<file path="config.mk">
export PLATFORM = sky130hd
export DESIGN_NAME = sam_core_flat
export DESIGN_NICKNAME = d
export VERILOG_FILES = /design/src/rtl/sam_core_if.sv /design/src/rtl/sam_core.sv /design/src/flat_wrapper.sv
export SDC_FILE = /design/constraint.sdc
export NUM_CORES = 1
export LEC_CHECK = 0
export CORE_ASPECT_RATIO = 1.75
export CORE_MARGIN = 3
export CORE_UTILIZATION = 45
export CTS_CLUSTER_DIAMETER = 60
export DETAILED_ROUTE_END_ITERATION = 10
export GPL_ROUTABILITY_DRIVEN = 0
export PLACE_DENSITY = 0.79
export SYNTH_ARGS = -nofsm -noshare
export SYNTH_HDL_FRONTEND = slang
export SYNTH_SLANG_ARGS = --single-unit
</file>
<file path="constraint.sdc">
create_clock -name clk -period 4.35 [get_ports clk]
set_clock_uncertainty 0.05 [all_clocks]
set_input_delay 0.87 -clock clk [delete_from_list [all_inputs] [get_ports clk]]
set_output_delay 0.87 -clock clk [all_outputs]
set_load 0.03 [all_outputs]
</file>
<file path="src/rtl/sam_core_if.sv">
// Request/wait memory port of sam_core: the core is the master, memory is the slave.
interface sam_core_if #(
  parameter int unsigned DATA_W = 16,
  parameter int unsigned ADDR_W = 16
);
  logic              mem_req;
  logic              mem_rw;
  logic [ADDR_W-1:0] mem_addr;
  logic [DATA_W-1:0] mem_wdata;
  logic [DATA_W-1:0] mem_rdata;
  logic              mem_wait;

  modport master (
    output mem_req, mem_rw, mem_addr, mem_wdata,
    input  mem_rdata, mem_wait
  );

  modport slave (
    input  mem_req, mem_rw, mem_addr, mem_wdata,
    output mem_rdata, mem_wait
  );
endinterface

</file>
<file path="src/rtl/sam_core.sv">
// Accumulator CPU with built-in fetch/decode/execute controller and registered memory port.
// Optional bus-timeout abort is compiled in with `define SAM_CORE_TIMEOUT_EN.
module sam_core #(
  parameter int unsigned DATA_W   = 16,
  parameter int unsigned ADDR_W   = 16,
  parameter int unsigned PC_STEP  = 2,
  parameter int unsigned RESET_PC = 0,
  parameter int unsigned TIMEOUT  = 255
) (
  input  logic              clk,
  input  logic              reset,
  sam_core_if.master        bus,
  output logic [ADDR_W-1:0] pc,
  output logic [DATA_W-1:0] ac,
  output logic              halted,
  output logic              bus_err
);

  localparam int unsigned EA_N = (ADDR_W < DATA_W - 3) ? ADDR_W : DATA_W - 3;

  if (DATA_W < 8 || TIMEOUT < 1) begin : g_param_check
    $error("sam_core: DATA_W must be >= 8 and TIMEOUT >= 1");
  end

  typedef enum logic [2:0] {
    S_FETCH,
    S_DECODE,
    S_OPREAD,
    S_WRITE,
    S_HALT
  } state_t;

  typedef enum logic [2:0] {
    OP_LOAD  = 3'b000,
    OP_STORE = 3'b001,
    OP_ADD   = 3'b010,
    OP_SUB   = 3'b011,
    OP_AND   = 3'b100,
    OP_JUMP  = 3'b101,
    OP_JNEG  = 3'b110,
    OP_HALT  = 3'b111
  } op_t;

  state_t            r_state, w_state_nxt;
  logic [ADDR_W-1:0] r_pc, w_pc_nxt;
  logic [DATA_W-1:0] r_ac, w_ac_nxt;
  logic [DATA_W-1:0] r_ir, w_ir_nxt;
  logic              r_req, w_req_nxt;
  logic              r_rw, w_rw_nxt;
  logic [ADDR_W-1:0] r_addr, w_addr_nxt;
  logic [DATA_W-1:0] r_wdata, w_wdata_nxt;
  logic              r_halted, w_halted_nxt;

  op_t               w_op;
  logic [ADDR_W-1:0] w_ea;
  logic              w_done;

  assign w_op   = op_t'(r_ir[DATA_W-1:DATA_W-3]);
  assign w_done = r_req && !bus.mem_wait;

  // Operand address is zero-extended or truncated to the address width.
  always_comb begin
    w_ea = '0;
    for (int unsigned i = 0; i < EA_N; i++) begin
      w_ea[i] = r_ir[i];
    end
  end

`ifdef SAM_CORE_TIMEOUT_EN
  localparam int unsigned TW = (TIMEOUT > 1) ? $clog2(TIMEOUT) : 1;

  logic [TW-1:0] r_wcnt, w_wcnt_nxt;
  logic          r_bus_err, w_bus_err_nxt;
`endif

  always_ff @(posedge clk or posedge reset) begin
    if (reset) begin
      r_state  <= S_FETCH;
      r_pc     <= ADDR_W'(RESET_PC);
      r_ac     <= '0;
      r_ir     <= '0;
      r_req    <= 1'b0;
      r_rw     <= 1'b1;
      r_addr   <= '0;
      r_wdata  <= '0;
      r_halted <= 1'b0;
`ifdef SAM_CORE_TIMEOUT_EN
      r_wcnt    <= '0;
      r_bus_err <= 1'b0;
`endif
    end else begin
      r_state  <= w_state_nxt;
      r_pc     <= w_pc_nxt;
      r_ac     <= w_ac_nxt;
      r_ir     <= w_ir_nxt;
      r_req    <= w_req_nxt;
      r_rw     <= w_rw_nxt;
      r_addr   <= w_addr_nxt;
      r_wdata  <= w_wdata_nxt;
      r_halted <= w_halted_nxt;
`ifdef SAM_CORE_TIMEOUT_EN
      r_wcnt    <= w_wcnt_nxt;
      r_bus_err <= w_bus_err_nxt;
`endif
    end
  end

  always_comb begin
    w_state_nxt  = r_state;
    w_pc_nxt     = r_pc;
    w_ac_nxt     = r_ac;
    w_ir_nxt     = r_ir;
    w_req_nxt    = r_req;
    w_rw_nxt     = r_rw;
    w_addr_nxt   = r_addr;
    w_wdata_nxt  = r_wdata;
    w_halted_nxt = r_halted;

    case (r_state)
      S_FETCH: begin
        // Only reached with req low straight after reset: launch the first fetch.
        if (!r_req) begin
          w_req_nxt  = 1'b1;
          w_rw_nxt   = 1'b1;
          w_addr_nxt = r_pc;
        end else if (w_done) begin
          w_ir_nxt    = bus.mem_rdata;
          w_pc_nxt    = r_pc + ADDR_W'(PC_STEP);
          w_req_nxt   = 1'b0;
          w_state_nxt = S_DECODE;
        end
      end

      S_DECODE: begin
        case (w_op)
          OP_LOAD, OP_ADD, OP_SUB, OP_AND: begin
            w_state_nxt = S_OPREAD;
            w_req_nxt   = 1'b1;
            w_rw_nxt    = 1'b1;
            w_addr_nxt  = w_ea;
          end
          OP_STORE: begin
            w_state_nxt = S_WRITE;
            w_req_nxt   = 1'b1;
            w_rw_nxt    = 1'b0;
            w_addr_nxt  = w_ea;
            w_wdata_nxt = r_ac;
          end
          OP_JUMP: begin
            w_pc_nxt    = w_ea;
            w_state_nxt = S_FETCH;
            w_req_nxt   = 1'b1;
            w_rw_nxt    = 1'b1;
            w_addr_nxt  = w_ea;
          end
          OP_JNEG: begin
            w_state_nxt = S_FETCH;
            w_req_nxt   = 1'b1;
            w_rw_nxt    = 1'b1;
            if (r_ac[DATA_W-1]) begin
              w_pc_nxt   = w_ea;
              w_addr_nxt = w_ea;
            end else begin
              w_addr_nxt = r_pc;
            end
          end
          default: begin
            w_state_nxt  = S_HALT;
            w_halted_nxt = 1'b1;
          end
        endcase
      end

      S_OPREAD: begin
        if (w_done) begin
          case (w_op)
            OP_LOAD: w_ac_nxt = bus.mem_rdata;
            OP_ADD:  w_ac_nxt = r_ac + bus.mem_rdata;
            OP_SUB:  w_ac_nxt = r_ac - bus.mem_rdata;
            OP_AND:  w_ac_nxt = r_ac & bus.mem_rdata;
            default: w_ac_nxt = r_ac;
          endcase
          w_state_nxt = S_FETCH;
          w_rw_nxt    = 1'b1;
          w_addr_nxt  = r_pc;
        end
      end

      S_WRITE: begin
        if (w_done) begin
          w_state_nxt = S_FETCH;
          w_rw_nxt    = 1'b1;
          w_addr_nxt  = r_pc;
        end
      end

      default: begin
        w_req_nxt = 1'b0;
      end
    endcase

`ifdef SAM_CORE_TIMEOUT_EN
    w_wcnt_nxt    = '0;
    w_bus_err_nxt = r_bus_err;
    // A stalled cycle never completes, so the abort leaves AC/PC/memory untouched.
    if (r_req && bus.mem_wait) begin
      if (r_wcnt == TW'(TIMEOUT - 1)) begin
        w_req_nxt     = 1'b0;
        w_bus_err_nxt = 1'b1;
        w_state_nxt   = S_HALT;
        w_halted_nxt  = 1'b1;
      end else begin
        w_wcnt_nxt = r_wcnt + 1'b1;
      end
    end
`endif
  end

  assign bus.mem_req   = r_req;
  assign bus.mem_rw    = r_rw;
  assign bus.mem_addr  = r_addr;
  assign bus.mem_wdata = r_wdata;

  assign pc     = r_pc;
  assign ac     = r_ac;
  assign halted = r_halted;

`ifdef SAM_CORE_TIMEOUT_EN
  assign bus_err = r_bus_err;
`else
  assign bus_err = 1'b0;
`endif

endmodule

</file>
<file path="src/flat_wrapper.sv">
// flat-port wrapper written by rule: the top's interface ports become plain ports
module sam_core_flat 
#(
  parameter int unsigned DATA_W   = 16,
  parameter int unsigned ADDR_W   = 16,
  parameter int unsigned PC_STEP  = 2,
  parameter int unsigned RESET_PC = 0,
  parameter int unsigned TIMEOUT  = 255
)
  (clk, reset, pc, ac, halted, bus_err, bus_mem_req, bus_mem_rw, bus_mem_addr, bus_mem_wdata, bus_mem_rdata, bus_mem_wait);
  sam_core_if #(.DATA_W(DATA_W), .ADDR_W(ADDR_W)) bus_i ();
  input  logic clk;
  input  logic reset;
  output logic [ADDR_W-1:0] pc;
  output logic [DATA_W-1:0] ac;
  output logic halted;
  output logic bus_err;
  output wire logic [$bits(bus_i.mem_req)-1:0] bus_mem_req;
  output wire logic [$bits(bus_i.mem_rw)-1:0] bus_mem_rw;
  output wire logic [$bits(bus_i.mem_addr)-1:0] bus_mem_addr;
  output wire logic [$bits(bus_i.mem_wdata)-1:0] bus_mem_wdata;
  input wire logic [$bits(bus_i.mem_rdata)-1:0] bus_mem_rdata;
  input wire logic [$bits(bus_i.mem_wait)-1:0] bus_mem_wait;
  assign bus_mem_req = bus_i.mem_req;
  assign bus_mem_rw = bus_i.mem_rw;
  assign bus_mem_addr = bus_i.mem_addr;
  assign bus_mem_wdata = bus_i.mem_wdata;
  assign bus_i.mem_rdata = bus_mem_rdata;
  assign bus_i.mem_wait = bus_mem_wait;
  sam_core #(.DATA_W(DATA_W), .ADDR_W(ADDR_W), .PC_STEP(PC_STEP), .RESET_PC(RESET_PC), .TIMEOUT(TIMEOUT)) u_core (.clk(clk), .reset(reset), .bus(bus_i), .pc(pc), .ac(ac), .halted(halted), .bus_err(bus_err));
endmodule
</file>
==> flow_summary.html <==
<h2>Implementation results</h2>
<table>
<tr><th>Metric</th><th>Value</th></tr>
<tr><th colspan="2">Run status</th></tr>
<tr><td>Status</td><td>finished, final reports clean</td></tr>
<tr><th colspan="2">Yosys</th></tr>
<tr><td>Synth top area cells</td><td>sky130_fd_sc_hd__dfrtp_1 42%, sky130_fd_sc_hd__nand2_1 8.1%, sky130_fd_sc_hd__o21ai_0 5.4%, sky130_fd_sc_hd__ha_1 4.4%, sky130_fd_sc_hd__a21oi_1 4.0%</td></tr>
<tr><td>Syn nets</td><td>635</td></tr>
<tr><td>Most used standard cell by instance count after synthesis</td><td>sky130_fd_sc_hd__nand2_1</td></tr>
<tr><td>Prevailing post-synth register cell</td><td>sky130_fd_sc_hd__dfrtp_1</td></tr>
<tr><td>Post-synth tally of flip-flops with integrated enable</td><td>0</td></tr>
<tr><td>Library cells used by synthesis</td><td>57</td></tr>
<tr><td>Cell count after synthesis</td><td>597</td></tr>
<tr><td>Synthesis area per yosys</td><td>5080 um^2</td></tr>
<tr><td>Yosys synthesis warning count</td><td>0</td></tr>
<tr><td>Fraction of synthesis flops using an asynchronous set or reset pin</td><td>1.00</td></tr>
<tr><td>Most frequent cells after synthesis</td><td>110 x sky130_fd_sc_hd__nand2_1, 85 x sky130_fd_sc_hd__dfrtp_1, 55 x sky130_fd_sc_hd__o21ai_0, 52 x sky130_fd_sc_hd__nor2_1, 41 x sky130_fd_sc_hd__a21oi_1</td></tr>
<tr><td>Count of instantiated cells in the yosys netlist</td><td>597</td></tr>
<tr><td>Average cell area after synthesis</td><td>8.51 um^2</td></tr>
<tr><td>Synthesis-stage register bit count</td><td>86</td></tr>
<tr><td>Cell taking the most area after synthesis</td><td>sky130_fd_sc_hd__dfrtp_1</td></tr>
<tr><td>Sequential cell area fraction in the yosys report</td><td>0.424</td></tr>
<tr><td>Synthesized cell area</td><td>5080 um^2</td></tr>
<tr><td>Proportion of netlist area held by the largest area contributor</td><td>0.419</td></tr>
<tr><th colspan="2">Final layout</th></tr>
<tr><td>Final Non-Filler Cells</td><td>818</td></tr>
<tr><td>Number of antenna cells inserted</td><td>0</td></tr>
<tr><td>Leading cell types in the layout, fill and taps excluded</td><td>110 x sky130_fd_sc_hd__nand2_1, 85 x sky130_fd_sc_hd__clkdlybuf4s50_1, 85 x sky130_fd_sc_hd__dfrtp_1</td></tr>
<tr><td>Most common cell after layout, fill and taps aside</td><td>sky130_fd_sc_hd__nand2_1</td></tr>
<tr><td>Proportion of layout cells with a drive suffix above 1</td><td>0.0945</td></tr>
<tr><td>Net count, final</td><td>722</td></tr>
<tr><td>Area growth syn-to-layout</td><td>27.3%</td></tr>
<tr><th colspan="2">Worst setup path</th></tr>
<tr><td>Arr. time, crit path</td><td>4.40 ns</td></tr>
<tr><td>Crit Reg-Reg Endpoint</td><td>u_core.ac[8]$_DFFE_PP0P_</td></tr>
<tr><td>Delay of the slowest cell on the worst path</td><td>0.47 ns</td></tr>
<tr><td>Capturing element type of the critical path</td><td>flop</td></tr>
<tr><td>Critical path class</td><td>input pin to flop</td></tr>
<tr><td>Standard cell with the maximum stage delay on the critical path</td><td>sky130_fd_sc_hd__clkdlybuf4s50_1</td></tr>
<tr><td>Flop2flop setup slack</td><td>0.94 ns</td></tr>
<tr><td>Reg2Reg Launch Point</td><td>u_core.r_ir[15]$_DFFE_PP0P_</td></tr>
<tr><td>Worst Path Buf+Inv</td><td>1</td></tr>
<tr><td>Critical path's top delay family</td><td>AND-OR/OR-AND gates</td></tr>
<tr><td>Biggest fanout along the worst timing path</td><td>7</td></tr>
<tr><td>Setup crit start kind</td><td>input pin</td></tr>
<tr><td>Reg2reg path depth</td><td>13</td></tr>
<tr><td>Data required time at the worst endpoint</td><td>4.51 ns</td></tr>
<tr><td>Ordered cell list for the critical path</td><td>clkdlybuf4s50_1 -&gt; or3_4 -&gt; nor3b_1 -&gt; nand3_1 -&gt; o31ai_1 -&gt; xor2_1 -&gt; ha_1 -&gt; a21oi_1 -&gt; nor2_1 -&gt; a211oi_1 -&gt; o21a_1 -&gt; o221ai_1</td></tr>
<tr><th colspan="2">Floorplanning</th></tr>
<tr><td>Initial cell density of the core</td><td>0.467</td></tr>
<tr><td>Boundary pin count</td><td>87</td></tr>
<tr><td>Area of the core region</td><td>10,900 um^2</td></tr>
<tr><td>FP Rows</td><td>50</td></tr>
<tr><td>Die boundary height</td><td>147 um</td></tr>
<tr><td>Chip width</td><td>86.3 um</td></tr>
<tr><td>Die area</td><td>12,600 um^2</td></tr>
<tr><th colspan="2">Clock network</th></tr>
<tr><td>Clk Tree Root Cell</td><td>sky130_fd_sc_hd__clkbuf_16</td></tr>
<tr><td>Maximum count of clock buffers along a single path</td><td>2</td></tr>
<tr><td>Post-CTS setup buffer count</td><td>0</td></tr>
<tr><td>Clock buffers created by TritonCTS</td><td>9</td></tr>
<tr><td>Clock slew at the register clock pins of the worst setup and hold paths</td><td>0.06 ns</td></tr>
<tr><td>H-tree depth</td><td>3</td></tr>
<tr><td>Number of gates resized after CTS</td><td>0</td></tr>
<tr><td>Number of buffers inserted by hold repair at cts</td><td>0</td></tr>
<tr><td>Clock tree from TritonCTS</td><td>done</td></tr>
<tr><td>Insertion delay to the later sink of the worst-skew pair</td><td>0.35 ns</td></tr>
<tr><td>Count of clock tree sinks</td><td>86</td></tr>
<tr><th colspan="2">Worst hold path</th></tr>
<tr><td>Worst min-delay path startpoint</td><td>u_core.halted$_DFFE_PP0P_</td></tr>
<tr><td>End point of the worst hold path</td><td>u_core.halted$_DFFE_PP0P_</td></tr>
<tr><td>Instance count along the most critical hold path</td><td>1</td></tr>
<tr><td>Type of the most critical hold path</td><td>flop to flop</td></tr>
<tr><th colspan="2">Detailed routing</th></tr>
<tr><td>Initial detailed-routing violation count</td><td>436</td></tr>
<tr><td>Vias per std cell</td><td>6.17</td></tr>
<tr><td>Number of nets still failing antenna checks after routing</td><td>0</td></tr>
<tr><td>Count of TritonRoute iterations in the first routing pass</td><td>6</td></tr>
<tr><td>Number of vias in the routed layout</td><td>5,044</td></tr>
<tr><td>Remaining DRCs</td><td>0</td></tr>
<tr><td>Wirelength, routed</td><td>15.0 mm</td></tr>
<tr><th colspan="2">Power</th></tr>
<tr><td>Worst supply voltage drop on vdd</td><td>0.000484 V</td></tr>
<tr><td>Sequential Power Share</td><td>0.281</td></tr>
<tr><td>Design internal power</td><td>2.96 mW</td></tr>
<tr><td>Part of the total power dissipated in the clock network</td><td>0.142</td></tr>
<tr><td>Sw power</td><td>2.62 mW</td></tr>
<tr><td>Switching share of power</td><td>0.469</td></tr>
<tr><td>Logic gate share of total power</td><td>0.577</td></tr>
<tr><td>Cell Pwr Density</td><td>863 nW/um^2</td></tr>
<tr><td>Leakage</td><td>2.76 nW</td></tr>
<tr><th colspan="2">Global route</th></tr>
<tr><td>Number of global-route vias before repair</td><td>4,870</td></tr>
<tr><td>Overflow left after global routing</td><td>0</td></tr>
<tr><td>Wire length of the first global-routing pass</td><td>24.5 mm</td></tr>
<tr><td>Overall global routing resource usage</td><td>0.244</td></tr>
<tr><td>Largest net degree at the start of global routing</td><td>45</td></tr>
<tr><td>Antenna violations before repair</td><td>0</td></tr>
<tr><th colspan="2">Run</th></tr>
<tr><td>Max Cap Viol</td><td>0</td></tr>
<tr><td>Number of logged tool warnings</td><td>27</td></tr>
<tr><th colspan="2">Timing</th></tr>
<tr><td>Setup repair after global routing missed its margin</td><td>no</td></tr>
<tr><td>Peak clock frequency supported by timing</td><td>236 MHz</td></tr>
<tr><td>Share of the cycle needed by the critical path after routing</td><td>0.975</td></tr>
<tr><td>Worst slew margin relative to its limit</td><td>0.310</td></tr>
<tr><td>Hold Slack</td><td>0.417 ns</td></tr>
<tr><td># setup viols final</td><td>0</td></tr>
<tr><td>Number of max-slew violations in the final report</td><td>0</td></tr>
<tr><td>Endpoints failing hold</td><td>0</td></tr>
<tr><td>Minimum clock period after layout</td><td>4.24 ns</td></tr>
<tr><td>Slew at the pin closest to its max-slew limit</td><td>1.03 ns</td></tr>
<tr><th colspan="2">Place</th></tr>
<tr><td>Cells after DPL</td><td>803</td></tr>
<tr><td>Detailed-placement wirelength estimate</td><td>10.9 mm</td></tr>
<tr><td>PortBufs</td><td>85</td></tr>
</table>
[sequential cells by signal, indices dropped and copies added (netlist names)]
name                  cells
u_core.r_state            3
u_core.bus.mem_rw         1
u_core.pc                16
u_core.bus.mem_wdata     16
u_core.ac                16
u_core.bus.mem_req        1
u_core.bus.mem_addr      16
u_core.halted             1
u_core.r_ir              16
[routing by layer]
metal  vias up  share of wire  track usage
li1       2290              -            -
met1      2433           0.35        0.274
met2       253           0.53        0.431
met3        68          0.063       0.0418
met4         0          0.051        0.126
met5         -              0            0
[how the worst max path moves through the flow]
stage / start / to / slack [ns] / cells after the start
2_1_floorplan: bus_mem_rdata[2] / u_core.ac[15]$_DFFE_PP0P_ / 0.58 / 11
3_3_place_gp: bus_mem_rdata[2] / u_core.ac[15]$_DFFE_PP0P_ / 0.03 / 13
3_5_place_dp: bus_mem_rdata[2] / u_core.ac[15]$_DFFE_PP0P_ / -0.02 / 13
4_1_cts: bus_mem_rdata[2] / u_core.ac[15]$_DFFE_PP0P_ / 0.29 / 12
5_1_grt: bus_mem_rdata[2] / u_core.ac[15]$_DFFE_PP0P_ / 0.05 / 13
6_report: bus_mem_rdata[2] / u_core.ac[15]$_DFFE_PP0P_ / 0.11 / 12
[cell families after synthesis]
group | synth area share
buffers and inverters | 0.0362
muxes | 0.0416
other | 0.000738
DFF | 0.424
xor gates and xnor gates | 0.0429
and+or+nand+nor | 0.216
adders and majority gates | 0.0483
AOI/OAI and AO/OA | 0.190
[power groups by stage]
| stage | Sequential, mW | Combinational [mW] | Clock [mW] |
|---|---|---|---|
| 2_1_floorplan | 1.99 | 1.60 | 0 |
| 3_3_place_gp | 1.56 | 3.07 | 0 |
| 3_5_place_dp | 1.57 | 3.17 | 0 |
| 4_1_cts | 1.56 | 3.19 | 0.802 |
| 5_1_grt | 1.63 | 3.48 | 0.834 |
| 6_report | 1.57 | 3.22 | 0.791 |
[stage by stage]
step | instance area (um^2) | total power [mW] | setup WS, ns | util | setup TNS (ns)
floorplan | 5080 | 3.59 | 0.580 | - | 0
global placement | 6160 | 4.63 | 0.0328 | 0.566 | 0
detailed placement | 6160 | 4.74 | -0.0189 | 0.566 | -0.0189
CTS | 6460 | 5.56 | 0.290 | 0.594 | 0
global route | 6460 | 5.94 | 0.0477 | 0.594 | 0
finish | 6460 | 5.58 | 0.110 | 0.594 | 0
[area by class of cell]
| cell class | count | area [um^2] |
|---|---|---|
| tap | 130 | 163 |
| timing repair buffer | 108 | 1040 |
| multi-input combinational | 464 | 2750 |
| inverter | 15 | 57.6 |
| sequential | 86 | 2150 |
| clock buffer | 12 | 256 |
| fill | 973 | 4420 |
| clock inverter | 3 | 43.8 |
Figure 1. Sizing map.
Scale bar: 20 um.
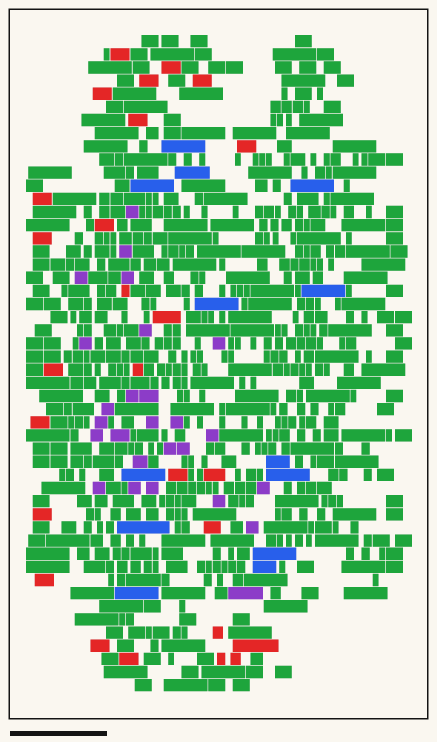
- drive 1 or less: green (cells 623; share 91%)
- drive 3 to 4: purple (cells 26; share 3.8%)
- drive 6 and up: blue (cells 13; share 1.9%)
- drive 2: red (cells 26; share 3.8%)

Figure 2. Track usage over the die.
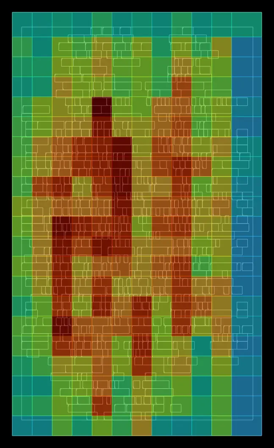
global routing met1 resource utilization: 0.274
met2 track demand over resource: 0.431
routed length per instance: 18.3 um
global routing usage on met3: 0.0418
GR peak layer: met2

Power figures rest on the tool's default switching activity, not on a simulated workload.
